==> config.mk <==
export PLATFORM = sky130hd
export DESIGN_NAME = elevator_ctrl_flat
export DESIGN_NICKNAME = d
export VERILOG_FILES = /design/src/rtl/elevator_ctrl_if.sv /design/src/rtl/elevator_ctrl.sv /design/src/flat_wrapper.sv
export SDC_FILE = /design/constraint.sdc
export NUM_CORES = 1
export LEC_CHECK = 0
export CAP_MARGIN = 30
export CORE_MARGIN = 3
export CORE_UTILIZATION = 54
export CTS_CLUSTER_SIZE = 20
export DETAILED_ROUTE_END_ITERATION = 10
export PLACE_DENSITY = 0.85
export SLEW_MARGIN = 10
export SYNTH_ARGS = -nofsm -noshare
export SYNTH_HDL_FRONTEND = slang
export SYNTH_SLANG_ARGS = --single-unit
export TNS_END_PERCENT = 10
==> constraint.sdc <==
create_clock -name clk -period 4.74 [get_ports clk]
set_input_delay 0.711 -clock clk [delete_from_list [all_inputs] [get_ports clk]]
set_output_delay 0.711 -clock clk [all_outputs]
set_load 0.01 [all_outputs]
gates.png
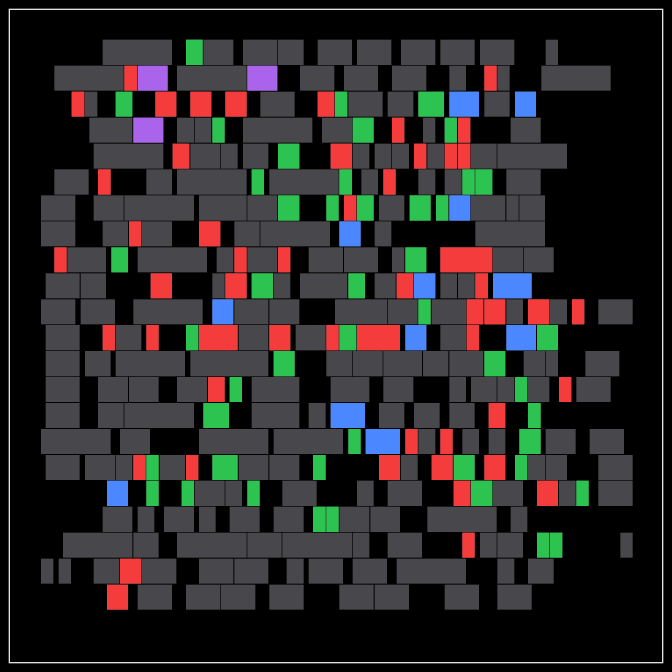
[nand cells] green | cells: 47 | most used: nand2_1
[xor and xnor cells] purple | cells: 3 | most used: xor2_1
[nor cells] red | cells: 53 | most used: nor2_1
[and/or cells] blue | cells: 12 | most used: and2_1
most numerous logic cell after layout: clkdlybuf4s50_1
Comb/total area: 56.2%

class_map.png
Scale bar: 20 um.
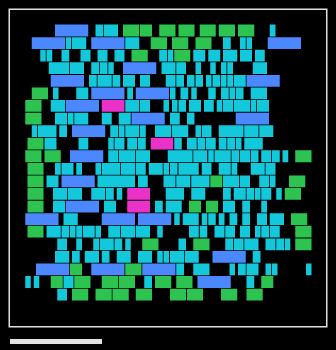
[registers] blue | cells: 24
[remaining logic cells] cyan | cells: 232
[clock drivers and dummy loads] magenta | cells: 4
[remaining buffers and delay cells] green | cells: 51
Cell Rows: 22
Design Area, Final: 2550 um2
Core Area: 3720 um2

congestion_map.png
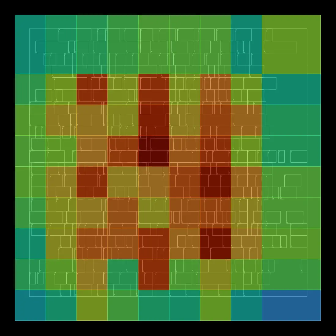
Finished Core Util: 68.6%
All-Layer GR Usage: 28.3%
gr busiest metal: met2

==> flow_summary_export.csv <==
group,metric,value,unit
run_status,run_status,"finished clean",
cells_and_area,largest_register_ffs,16,
cells_and_area,mostFrequentLayoutCells,"clkdlybuf4s50_1, nor2_1, a21oi_1, nand2_1, dfxtp_1",
cts,cts_root_buffer,"clkbuf_8",
critical_path,critPathLaunchType,"primary input",
floorplan,die_x,68.4,um
global_route,grt_pass1_wl,10000,um
cts,cts_buffer_depth,2,
drt,routed_wl,6360,um
drt,dr.pass1.iters,5,
placement,gp_congestion,0.990,
placement,place_inst,355,
critical_path,crit_arrival,2.97,ns
pwr,p_clk_share,21.2,%
placement,post_dp_cell_area,2490,um2
cells_and_area,regArea,480,um2
final_timing,slew_violations,0,
final_timing,setup_violations,0,
drt,wire_per_inst,17.7,um
floorplan,num_tap_cells,48,
yosys,synth-adder-area-share,1.07,%
pwr,p_per_area,268,nW/um2
cts,cts_sinks,24,
final_timing,fin_skew,0.00539,ns
critical_path,critPathTopFamily,"buffers and inverters",
pwr,p_leak,0.904,nW
final_timing,tightest_slew,0.689,ns
cts,cts_max_level,1,
yosys,ys_async_sr_fraction,0,%
yosys,synth_warnings,0,
cts,clk_latency,0.27,ns
placement,dp_slack,1.04,ns
cells_and_area,sh_seq_area,18.9,%
cts,cts_setup_buffers,0,
final_timing,setup_ws,1.06,ns
critical_path,cp_slowest_cell,"clkdlybuf4s50_1",
final_timing,rsz0062_at_grt,"no",
final_timing,fin_tns_setup,0,ns
critical_path,cp_slowest_stage_delay,0.77,ns
drt,met2_length,2840,um
yosys,synthXorXnorAreaFrac,1.25,%
floorplan,io_pins,49,
yosys,yosys_cells,280,
cells_and_area,n_antenna_cell,0,
drt,avgViaCountPerCell,6.60,
yosys,ys_top_logic_family,"AND-OR/OR-AND gates",
critical_path,rrSetupSlack,2.43,ns
pwr,comb_power_share,39.8,%
==> worst reg2reg max path: stages, from the launching register on <==
cell and delay, ns:
dfxtp_1 0.39, and4_1 0.26, a311oi_2 0.23, o221ai_1 0.20, o41a_1 0.60, o21bai_1 0.27
a311oi_1 0.27
==> cell families (layout without fill, tap and decap cells) <==
kind of cell | after synthesis | count (layout)
simple gates | 112 | 112
compound gates | 97 | 97
buf+inv | 34 | 62
flops | 24 | 24
mux | 7 | 7
xor+xnor | 3 | 3
fa+ha+maj | 2 | 2
other cells | 1 | 4
==> per-layer routing <==
metal / vias up / GRT usage, %
li1: 1112 / -
met1: 1082 / 40.2
met2: 152 / 43.4
met3: 22 / 3.94
met4: 0 / 9.93
met5: - / 0
No activity file was given, so power comes from the tool's default toggle rates.
